[src/rtl/fp_div_pkg.sv]
// Shared constants, state encoding and operand class record for the
// sequential single-precision divider.
package fp_div_pkg;

    localparam int EXP_W    = 8;
    localparam int FRAC_W   = 23;
    localparam int SIG_W    = 24;
    localparam int QUO_W    = 26;   // 24 significand bits + guard + round
    localparam int EXP_BIAS = 127;

    localparam logic [31:0] QNAN     = 32'h7FC0_0000;
    localparam logic [4:0]  DIV_LAST = 5'd25;   // 26 DIV cycles, counted down to 0

    localparam int FLG_INV = 3;
    localparam int FLG_DBZ = 2;
    localparam int FLG_OVF = 1;
    localparam int FLG_UNF = 0;

    typedef enum logic [2:0] {
        S_IDLE,
        S_CHECK,
        S_DIV,
        S_NORM,
        S_RND,
        S_DONE
    } state_t;

    typedef struct packed {
        logic zero;     // exponent 0: zero or denormal, both treated as zero
        logic inf;
        logic nan;
        logic normal;
    } fp_class_t;

endpackage

[src/rtl/fp_divider_seq_if.sv]
// Request/response bundle between a requester and the divider.
interface fp_divider_seq_if;
    logic        start;
    logic [31:0] a;
    logic [31:0] b;
    logic        busy;
    logic        done;
    logic [31:0] result;
    logic [3:0]  flags;

    modport master (output start, a, b, input busy, done, result, flags);
    modport slave  (input start, a, b, output busy, done, result, flags);
endinterface

[src/rtl/fp_classify.sv]
// Combinational classification of one single-precision operand.
module fp_classify
    import fp_div_pkg::*;
(
    input  logic [30:0] x_i,
    output fp_class_t   cls_o
);

    logic [EXP_W-1:0]  exp_f;
    logic [FRAC_W-1:0] frac_f;

    assign exp_f  = x_i[30:23];
    assign frac_f = x_i[FRAC_W-1:0];

    // Decode exponent/fraction into exactly one class bit.
    always_comb begin
        cls_o = '0;
        if (exp_f == '0) begin
            cls_o.zero = 1'b1;
        end else if (exp_f == '1) begin
            if (frac_f == '0) cls_o.inf = 1'b1;
            else              cls_o.nan = 1'b1;
        end else begin
            cls_o.normal = 1'b1;
        end
    end

endmodule

[src/rtl/fp_divider_seq.sv]
// Sequential IEEE-754 single-precision divider, one quotient bit per cycle.
// Build option: FP_DIV_RNE_EN selects round-to-nearest-even; otherwise the
// quotient is truncated toward zero. Latency is the same in both builds.
//
// state   | meaning
// IDLE    | waiting for start; operands captured on accept
// CHECK   | classify operands; specials go straight to DONE
// DIV     | restoring division, 26 quotient bits
// NORM    | shift quotient left once if its MSB is 0
// RND     | round, detect overflow/underflow, write result
// DONE    | one-cycle done pulse
module fp_divider_seq
    import fp_div_pkg::*;
(
    input  logic             clk,
    input  logic             rst,
    fp_divider_seq_if.slave  bus
);

    state_t             state_q, state_d;
    logic [31:0]        a_q, b_q;
    logic [SIG_W:0]     rem_q;
    logic [QUO_W-1:0]   q_q;
    logic signed [9:0]  exp_q;
    logic [4:0]         cnt_q;
    logic [31:0]        result_q;
    logic [3:0]         flags_q;

    fp_class_t          cls_a, cls_b;
    logic               sign, special, busy, done;
    logic [31:0]        spec_res, rnd_res;
    logic [3:0]         spec_flg, rnd_flg;
    logic [SIG_W-1:0]   mb, mant;
    logic               ge, inc;
    logic [SIG_W:0]     rem_n, sum;
    logic signed [9:0]  exp_init, exp_r;
    logic [FRAC_W-1:0]  frac_r;

    fp_classify u_cls_a (.x_i(a_q[30:0]), .cls_o(cls_a));
    fp_classify u_cls_b (.x_i(b_q[30:0]), .cls_o(cls_b));

    assign sign     = a_q[31] ^ b_q[31];
    assign special  = !(cls_a.normal && cls_b.normal);
    assign mb       = {1'b1, b_q[FRAC_W-1:0]};
    assign exp_init = $signed({2'b00, a_q[30:23]}) - $signed({2'b00, b_q[30:23]})
                      + 10'(EXP_BIAS);

    // One restoring step: the remainder stays below 2*mb, so 25 bits suffice.
    assign ge    = (rem_q >= {1'b0, mb});
    assign rem_n = ge ? (rem_q - {1'b0, mb}) : rem_q;

    // Result for zero/inf/NaN operands, decided in CHECK.
    always_comb begin
        spec_res = {sign, 31'b0};
        spec_flg = '0;
        if (cls_a.nan || cls_b.nan) begin
            spec_res = QNAN;
        end else if ((cls_a.zero && cls_b.zero) || (cls_a.inf && cls_b.inf)) begin
            spec_res          = QNAN;
            spec_flg[FLG_INV] = 1'b1;
        end else if (cls_a.inf) begin
            spec_res = {sign, 8'hFF, 23'b0};
        end else if (cls_b.zero) begin
            spec_res          = {sign, 8'hFF, 23'b0};
            spec_flg[FLG_DBZ] = 1'b1;
        end
    end

    // Rounding and range check of the normalised quotient.
    always_comb begin
        mant = q_q[QUO_W-1:2];
`ifdef FP_DIV_RNE_EN
        inc  = q_q[1] & (q_q[0] | (|rem_q) | mant[0]);
`else
        inc  = 1'b0;
`endif
        sum     = {1'b0, mant} + {{SIG_W{1'b0}}, inc};
        exp_r   = exp_q + (sum[SIG_W] ? 10'sd1 : 10'sd0);
        frac_r  = sum[SIG_W] ? sum[SIG_W-1:1] : sum[FRAC_W-1:0];
        rnd_flg = '0;
        if (exp_r >= 10'sd255) begin
            rnd_res          = {sign, 8'hFF, 23'b0};
            rnd_flg[FLG_OVF] = 1'b1;
        end else if (exp_r <= 10'sd0) begin
            rnd_res          = {sign, 31'b0};
            rnd_flg[FLG_UNF] = 1'b1;
        end else begin
            rnd_res = {sign, exp_r[7:0], frac_r};
        end
    end

    // State register.
    always_ff @(posedge clk) begin
        if (rst) state_q <= S_IDLE;
        else     state_q <= state_d;
    end

    // Next-state and handshake outputs.
    always_comb begin
        state_d = state_q;
        busy    = 1'b0;
        done    = 1'b0;
        case (state_q)
            S_IDLE:  if (bus.start) state_d = S_CHECK;
            S_CHECK: begin
                busy    = 1'b1;
                state_d = special ? S_DONE : S_DIV;
            end
            S_DIV: begin
                busy = 1'b1;
                if (cnt_q == '0) state_d = S_NORM;
            end
            S_NORM: begin
                busy    = 1'b1;
                state_d = S_RND;
            end
            S_RND: begin
                busy    = 1'b1;
                state_d = S_DONE;
            end
            S_DONE: begin
                done    = 1'b1;
                state_d = S_IDLE;
            end
            default: state_d = S_IDLE;
        endcase
    end

    // Operand capture, division datapath and result registers.
    always_ff @(posedge clk) begin
        if (rst) begin
            a_q      <= '0;
            b_q      <= '0;
            rem_q    <= '0;
            q_q      <= '0;
            exp_q    <= '0;
            cnt_q    <= '0;
            result_q <= '0;
            flags_q  <= '0;
        end else begin
            case (state_q)
                S_IDLE: begin
                    if (bus.start) begin
                        a_q <= bus.a;
                        b_q <= bus.b;
                    end
                end
                S_CHECK: begin
                    if (special) begin
                        result_q <= spec_res;
                        flags_q  <= spec_flg;
                    end else begin
                        rem_q <= {1'b0, 1'b1, a_q[FRAC_W-1:0]};
                        q_q   <= '0;
                        exp_q <= exp_init;
                        cnt_q <= DIV_LAST;
                    end
                end
                S_DIV: begin
                    rem_q <= rem_n << 1;
                    q_q   <= {q_q[QUO_W-2:0], ge};
                    if (cnt_q != '0) cnt_q <= cnt_q - 5'd1;
                end
                S_NORM: begin
                    if (!q_q[QUO_W-1]) begin
                        q_q   <= q_q << 1;
                        exp_q <= exp_q - 10'sd1;
                    end
                end
                S_RND: begin
                    result_q <= rnd_res;
                    flags_q  <= rnd_flg;
                end
                default: ;
            endcase
        end
    end

    assign bus.busy   = busy;
    assign bus.done   = done;
    assign bus.result = result_q;
    assign bus.flags  = flags_q;

endmodule
[src/flat_wrapper.sv]
// flat-port wrapper written by rule: the top's interface ports become plain ports
module fp_divider_seq_flat import fp_div_pkg::*;
  (clk, rst, bus_start, bus_a, bus_b, bus_busy, bus_done, bus_result, bus_flags);
  fp_divider_seq_if bus_i ();
  input  logic clk;
  input  logic rst;
  input wire logic [$bits(bus_i.start)-1:0] bus_start;
  input wire logic [$bits(bus_i.a)-1:0] bus_a;
  input wire logic [$bits(bus_i.b)-1:0] bus_b;
  output wire logic [$bits(bus_i.busy)-1:0] bus_busy;
  output wire logic [$bits(bus_i.done)-1:0] bus_done;
  output wire logic [$bits(bus_i.result)-1:0] bus_result;
  output wire logic [$bits(bus_i.flags)-1:0] bus_flags;
  assign bus_i.start = bus_start;
  assign bus_i.a = bus_a;
  assign bus_i.b = bus_b;
  assign bus_busy = bus_i.busy;
  assign bus_done = bus_i.done;
  assign bus_result = bus_i.result;
  assign bus_flags = bus_i.flags;
  fp_divider_seq u_core (.clk(clk), .rst(rst), .bus(bus_i));
endmodule
[config.mk]
export PLATFORM = sky130hd
export DESIGN_NAME = fp_divider_seq_flat
export DESIGN_NICKNAME = d
export VERILOG_FILES = /design/src/rtl/fp_div_pkg.sv /design/src/rtl/fp_divider_seq_if.sv /design/src/rtl/fp_classify.sv /design/src/rtl/fp_divider_seq.sv /design/src/flat_wrapper.sv
export SDC_FILE = /design/constraint.sdc
export NUM_CORES = 1
export LEC_CHECK = 0
export ABC_CLOCK_PERIOD_IN_PS = 2550
export CORE_MARGIN = 1
export CORE_UTILIZATION = 51
export CTS_BUF_LIST = sky130_fd_sc_hd__clkbuf_4 sky130_fd_sc_hd__clkbuf_8 sky130_fd_sc_hd__clkbuf_16
export CTS_CLUSTER_DIAMETER = 120
export DETAILED_ROUTE_END_ITERATION = 12
export MAX_ROUTING_LAYER = met4
export PLACE_DENSITY = 0.74
export SYNTH_ARGS = -nofsm -noshare
export SYNTH_HDL_FRONTEND = slang
export SYNTH_SLANG_ARGS = --single-unit
export TNS_END_PERCENT = 5
[constraint.sdc]
create_clock -name clk -period 2.55 [get_ports clk]
set_input_delay 0.765 -clock clk [delete_from_list [all_inputs] [get_ports clk]]
set_output_delay 0.765 -clock clk [all_outputs]
set_load 0.005 [all_outputs]
==> results_slide.txt, run 1 <==
Physical Implementation Snapshot

Run status
  – Outcome: finished clean

Clock tree
  – Htree depth: 4
  – Clock latency on the worst-skew pair: between 400 and 500 ps
  – CTS Buf Count: 17
  – Clock Tree Root: clkbuf_16
  – Clock Sinks: around 170
  – Worst-path clk slew: 70 ps

Final layout
  – Top cells excl fill/tap: 194 x nand2_1, 157 x dfxtp_1, 116 x a21oi_1
  – Storage cell area: 3401 sq um
  – Comb_multi_in: 841
  – Logic inverters: 47
  – Most numerous logic cell after layout: nand2_1
  – Share of cells above drive strength 1: a little over an eighth
  – ClkCell Share: 5.551%
  – Logic area: between 5000 and 6000 sq um
  – Flop count: between 150 and 200
  – Layout area overhead: 26.43%
  – Plain + repair buffers: roughly 160
  – Signal buf overhead: between 10% and 20%
  – Count of non-filler cells in the finished layout: roughly 1500
  – Fill cells: ~1500
  – CLK BUF: 19

Synth
  – Yosys warns: 0
  – Yosys stat area: ~8900 sq um
  – Count leader, synth: nand2_1
  – Post-synth top flop: dfxtp_1
  – Sequential area share after synthesis: a little under two fifths
  – Top comb family, area: simple AND/OR/NAND/NOR gates
  – Mean post-synth cell area: 7.930 sq um
  – Synth cell types: 76
  – Asr flop ratio synth: 0%
  – Top area cell types: dfxtp_1 38%, nand2_1 8.2%, a21oi_1 6.7%

STA
  – RSZ-0062 raised after global routing: true
  – Final period util: between 90 and 100%
  – Post-layout minimum cycle time: about 2500 ps
  – Clock skew: ~10 ps
  – Setup slack after layout: 2.628 ps
  – Slew headroom: around 55%

GRT
  – GR peak layer: met2
  – Total track usage: 26.73%
  – Met3 Use GR: approximately 4.5%
  – Grt ovf: 0
  – Pin count of the biggest net entering global routing: roughly 130
  – Vias in the first global route: 7711
  – Met1 Use GR: 33.61%

Power and ir drop
  – Power share of the clock group: between 20 and 25%
  – Peak VDD IR: 0.0007502 V
  – Switching Share: about two fifths
  – Logic power comb: about 0.0065 W
  – Net Sw Power: 0.005236 W
  – Clock distribution power: between 0.002 and 0.003 W
  – Main power group: combinational cells
  – Final Power: about 0.013 W
  – Seq group: roughly 0.0035 W
  – Part of the power in registers: about 28%
  – Int Power: around 0.0075 W

Critical path
  – Critical Path Slowest Stage Cell: a221oi_2
  – WP buf/inv: 1
  – Worst Path Required: slightly below 3000 ps
  – Crit path launch type: flip-flop
  – Critical Path End Type: flip-flop
  – Worst Path Arrival: ~2900 ps
  – CP peak stage delay: about 340 ps
  – Cell Chain, Critical Path: inv_1, ha_2, fa_1, nor2b_1, o2111ai_1, nand3_1, a221oi_2, nor2b_4, mux2i_1, o21ai_0, a311oi_1
  – Crit Path Category: flip-flop to flip-flop

Route
  – Wl on met1: roughly 10000 um
  – Met3 wire len: ~1100 um
  – Top sig layer: met4
  – Routed wire length: 23390 um
  – Iter 0 DRT Violations: 736
  – Pre-Repair DR Iteration Count: 5
  – DR WL/cell: 15.96 um
  – DR DRC count: 0

Floorplan
  – N_taps: around 220
  – Die X: around 130 um
  – Ports: about 110

Run
  – Tool warnings: 32

Placement
  – Pre-CTS setup slack: -42.17 ps
  – GP Congestion: about 0.9
## run 1: worst min-delay path, stage by stage, from the launching register on
cell and delay, ps:
dfxtp_2 330, nand2_1 50, a21oi_1 50
## run 1: path summary, 6_finish.rpt
| path | startpoint | endpoint | slack (ps) | cells past startpoint |
|---|---|---|---|---|
| worst min register to register | u_core.b_q[9] | u_core.b_q[9] | 460 | 2 |
| worst min-delay path | u_core.b_q[9] | u_core.b_q[9] | 460 | 2 |
| worst max register to register | u_core.rem_q[0] | u_core.rem_q[23] | 3 | 11 |
| worst max-delay path | u_core.rem_q[0] | u_core.rem_q[23] | 3 | 11 |
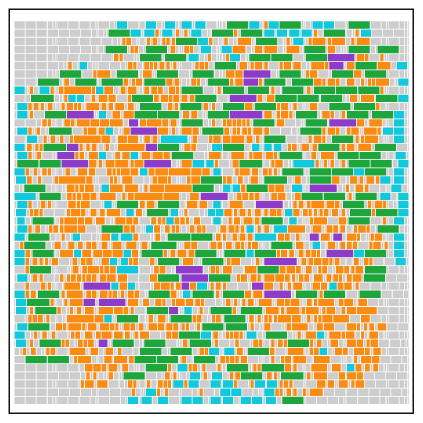
Fig. 1. Cell classes on the final placement (run 1).
Scale: 3 px per um. Fill, decap, tap and diode cells in gray.
flip-flops -> green  # cells 169, share of their area 31%
other buffers and delay cells -> cyan  # cells 157, share of their area 14%
all other logic -> orange  # cells 888, share of their area 50%
clock drivers and dummy loads -> purple  # cells 32, share of their area 5.7%
cell row count: 47
Design Area, Final: 11270 sq um
Core Footprint: 16820 sq um
Seq/total area: 30.18%

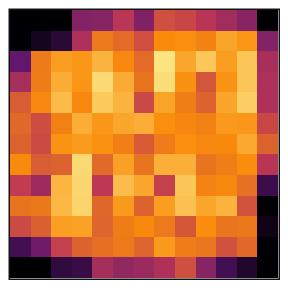
Fig. 2. Placement density heat map (run 1).
Scale: 2 px per um. 13 x 13 tiles, from black (low) to pale yellow (high), 0 to 100% covered.
tiles over 75% full = 34%
fullest tile = 94%
mean over tiles = 61%
nearly empty tiles = 5.9%
final core utilization: 67.01%
initial core utilization: 53.00%

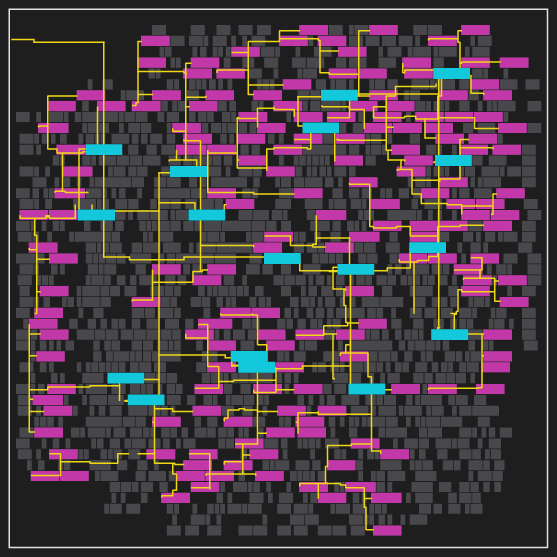
Fig. 3. Routed clock nets over the placement (run 1).
Scale: 4 px per um.
clock wires -> yellow  # length 2040 um
flip-flops -> magenta  # count 169
cells driving clock nets -> cyan  # count 17
routed clock nets = 18
flops lie = widely spread

## Run 2: what changed since run 1
- REMOVE_ABC_BUFFERS: default -> 1
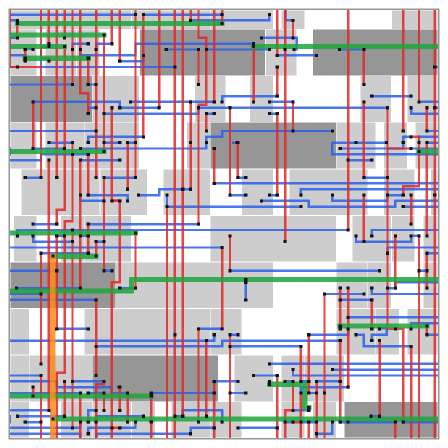
Fig. 4. A small window of the routed layout (run 2).
Window x 55 to 80, y 55 to 80 um. Cells in gray, sequential cells in the stronger gray; small squares are vias.
met2 -> red
met1 -> blue
met4 -> orange
met3 -> green
most frequent = nand2_1 (10), dfxtp_1 (7)
sequential cells in the window = 7
netlist names of flops here include = u_core.rem_q (4)
cells with their middle in the window = 54

==> results_slide.txt, run 2 <==
Physical Implementation Snapshot

Synth
  – Top area cell types: dfxtp_1 38%, nand2_1 8.2%, a21oi_1 6.7%
  – Mean post-synth cell area: just under 8 sq um
  – Yosys warns: 0
  – Yosys stat area: around 9000 sq um
  – Synth cell types: approximately 76
  – Count leader, synth: nand2_1
  – Asr flop ratio synth: 0%
  – Post-synth top flop: dfxtp_1
  – Top comb family, area: simple AND/OR/NAND/NOR gates

Min path
  – Hold Startpoint: u_core.a_q[31]
  – Hold path endpoint: u_core.a_q[31]
  – Hold Path Stages: 2

Critical path
  – Worst setup endpoint: u_core.rem_q[6]
  – Crit Path Category: flip-flop to flip-flop
  – Critical Path End Type: flip-flop
  – CP peak stage delay: roughly 370 ps
  – Levels on crit path: 12
  – Crit path launch type: flip-flop
  – WP buf/inv: 3
  – Worst r2r dst: u_core.rem_q[6]
  – Worst Path Arrival: 2890 ps
  – Critical Path Slowest Stage Cell: dfxtp_4
  – R2r worst-path depth: 12
  – FF-to-FF Start: u_core.b_q[1]

Final layout
  – Top cells excl fill/tap: 194 x nand2_1, 163 x dfxtp_1, 117 x a21oi_1
  – Count of non-filler cells in the finished layout: roughly 1500
  – Most numerous logic cell after layout: nand2_1
  – Share of cells above drive strength 1: roughly 13%
  – Layout area overhead: 26.85%

Floorplan
  – Cell row count: around 47
  – Initial core utilization: a little over half
  – Ports: approximately 110
  – Core Footprint: around 17000 sq um

GRT
  – Total track usage: about a quarter
  – Met1 Use GR: about a third
  – Vias in the first global route: between 7000 and 8000
  – Pin count of the biggest net entering global routing: 140
  – Grt ovf: 0
  – Met3 Use GR: between 4 and 5%

Run status
  – Outcome: complete, but fails checks
  – Failing checks: setup timing

Clock tree
  – CTS Buf Count: 17
  – Worst-path clk slew: around 70 ps
  – Clock Sinks: 169
  – Clock latency on the worst-skew pair: 430 ps
  – Htree depth: 4
  – Clock Tree Root: clkbuf_16

Power and ir drop
  – Seq group: 0.00351 W
  – Logic power comb: around 0.0065 W
  – Main power group: combinational cells
  – Power share of the clock group: 20.0%
  – Clock distribution power: approximately 0.0025 W
  – Final Power: roughly 0.013 W
  – Peak VDD IR: between 0.0007 and 0.0008 V
  – Net Sw Power: 0.005228 W
  – Part of the power in registers: between 20 and 30%
  – Int Power: approximately 0.0073 W

STA
  – Setup violators final: 7
  – Slew headroom: between 50% and 60%
  – Clock skew: approximately 12 ps
  – Final period util: 102.3%
  – Setup slack after layout: -57.68 ps
  – Post-layout minimum cycle time: approximately 2600 ps

Route
  – DR DRC count: 0
  – Top sig layer: met4
  – Pre-Repair DR Iteration Count: 5
  – DR WL/cell: approximately 16 um
## run 2: cell counts after synthesis
No cell type changed its count.
## run 2: what timing repair did
action | 4_1_cts | 5_1_grt
setup endpoints to repair | 3 | 62
gates resized | 7 | 36
gates cloned | 0 | 2
setup buffers | 0 | 4
hold buffers | 0 | 0
pin swaps | 1 | 11
## run 2: layout make-up
class / instances / area, sq um
Fill cell: 1398 / 5512
Multi-Input combinational cell: 841 / 5268
Sequential cell: 169 / 3393
Timing Repair Buffer: 169 / 1624
Clock buffer: 17 / 425.4
Tap cell: 220 / 275.3
Inverter: 47 / 176.4
Clock inverter: 14 / 145.1
## Run 3: what changed since run 2
- GPL_ROUTABILITY_DRIVEN: default -> 0
- MAX_ROUTING_LAYER: met4 -> default
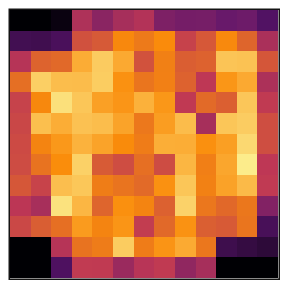
Fig. 5. Placement density heat map (run 3).
Scale: 2 px per um. 13 x 13 tiles, from black (low) to pale yellow (high), 0 to 100% covered.
emptiest ninth of the die = south-east
tiles over 75% full = 34%
fullest tile = 96%
final core utilization: 67.01%

==> results_slide.txt, run 3 <==
Physical Implementation Snapshot

Run status
  – Outcome: complete, but fails checks
  – Failing checks: setup timing

Critical path
  – Cell Chain, Critical Path: inv_1, ha_1, a21o_1, a31oi_2, a21oi_2, o211ai_2, a31oi_2, o31a_1, buf_4, clkbuf_16, mux2i_1, o2bb2ai_1
  – Crit Path Category: flip-flop to flip-flop
  – FF-to-FF Start: u_core.b_q[4]
  – Critical Path End Type: flip-flop
  – Levels on crit path: 12
  – Setup slack, reg-to-reg: -10 ps
  – Critical Path Slowest Stage Cell: o31a_1
  – Worst Path Arrival: between 2000 and 3000 ps

Final layout
  – Seq/total area: between 30% and 40%
  – Fill cells: around 1500
  – Count of non-filler cells in the finished layout: about 1500
  – Flop count: 169
  – Storage cell area: around 3400 sq um
  – Top cells excl fill/tap: 194 x nand2_1, 163 x dfxtp_1, 117 x a21oi_1
  – Design Area, Final: ~11000 sq um
  – Layout area overhead: 26.45%
  – CLK BUF: 17
  – Share of cells above drive strength 1: 12.87%

Min path
  – Hold path endpoint: u_core.a_q[31]

Power and ir drop
  – Switching Share: between 40% and 50%
  – Net Sw Power: roughly 0.0053 W
  – Part of the power in registers: about 28%
  – Int Power: a little over 0.007 W

Route
  – Routed wire length: between 20000 and 25000 um
  – Met3 wire len: ~1200 um
  – Iter 0 DRT Violations: around 630
  – Wl on met1: 10520 um
  – DR WL/cell: about 16 um

STA
  – Slew headroom: 48.43%
  – Final period util: 100.6%
  – Setup violators final: 2
  – Setup slack after layout: -14.68 ps
  – Post-layout minimum cycle time: 2565 ps

Synth
  – Post-synth top flop: dfxtp_1
  – Count leader, synth: nand2_1
  – Sequential area share after synthesis: roughly 38%
  – Mean post-synth cell area: 7.930 sq um
  – Synth cell types: 76
  – Yosys warns: 0

GRT
  – Met3 Use GR: under 10%
  – Met1 Use GR: between 30% and 40%
  – GR peak layer: met2
  – Total track usage: 25.95%
  – Pin count of the biggest net entering global routing: roughly 110

Clock tree
  – Htree depth: 4
  – Clock latency on the worst-skew pair: approximately 440 ps
  – Clock Tree Root: clkbuf_16

Floorplan
  – Die X: 134.2 um
  – Cell row count: roughly 47
==> run 3: stage by stage <==
| step | hold slack [ps] | setup WS, ps |
|---|---|---|
| finish | 467.4 | -14.68 |
| global route | 496.2 | -113.5 |
| CTS | 471.0 | -0.2851 |
| detailed placement | 460.6 | -111.0 |
| global placement | 456.1 | -2.820 |
| floorplan | 439.2 | -349.9 |
==> run 3: power groups by stage <==
stage	Combinational (W)	Clock (W)	Sequential [W]
finish	0.00649	0.00257	0.00351
global placement	0.00597	0	0.00353
floorplan	0.00411	0	0.00344
detailed placement	0.00606	0	0.00354
global route	0.00710	0.00274	0.00357
CTS	0.00615	0.00262	0.00349
==> run 3: timing repair <==
item,CTS,global route
setup buffers,0,2
hold buffers,0,0
gates cloned,0,1
gates resized,7,40
setup endpoints to repair,7,61
pin swaps,2,7
Power figures rest on the tool's default switching activity, not on a simulated workload.
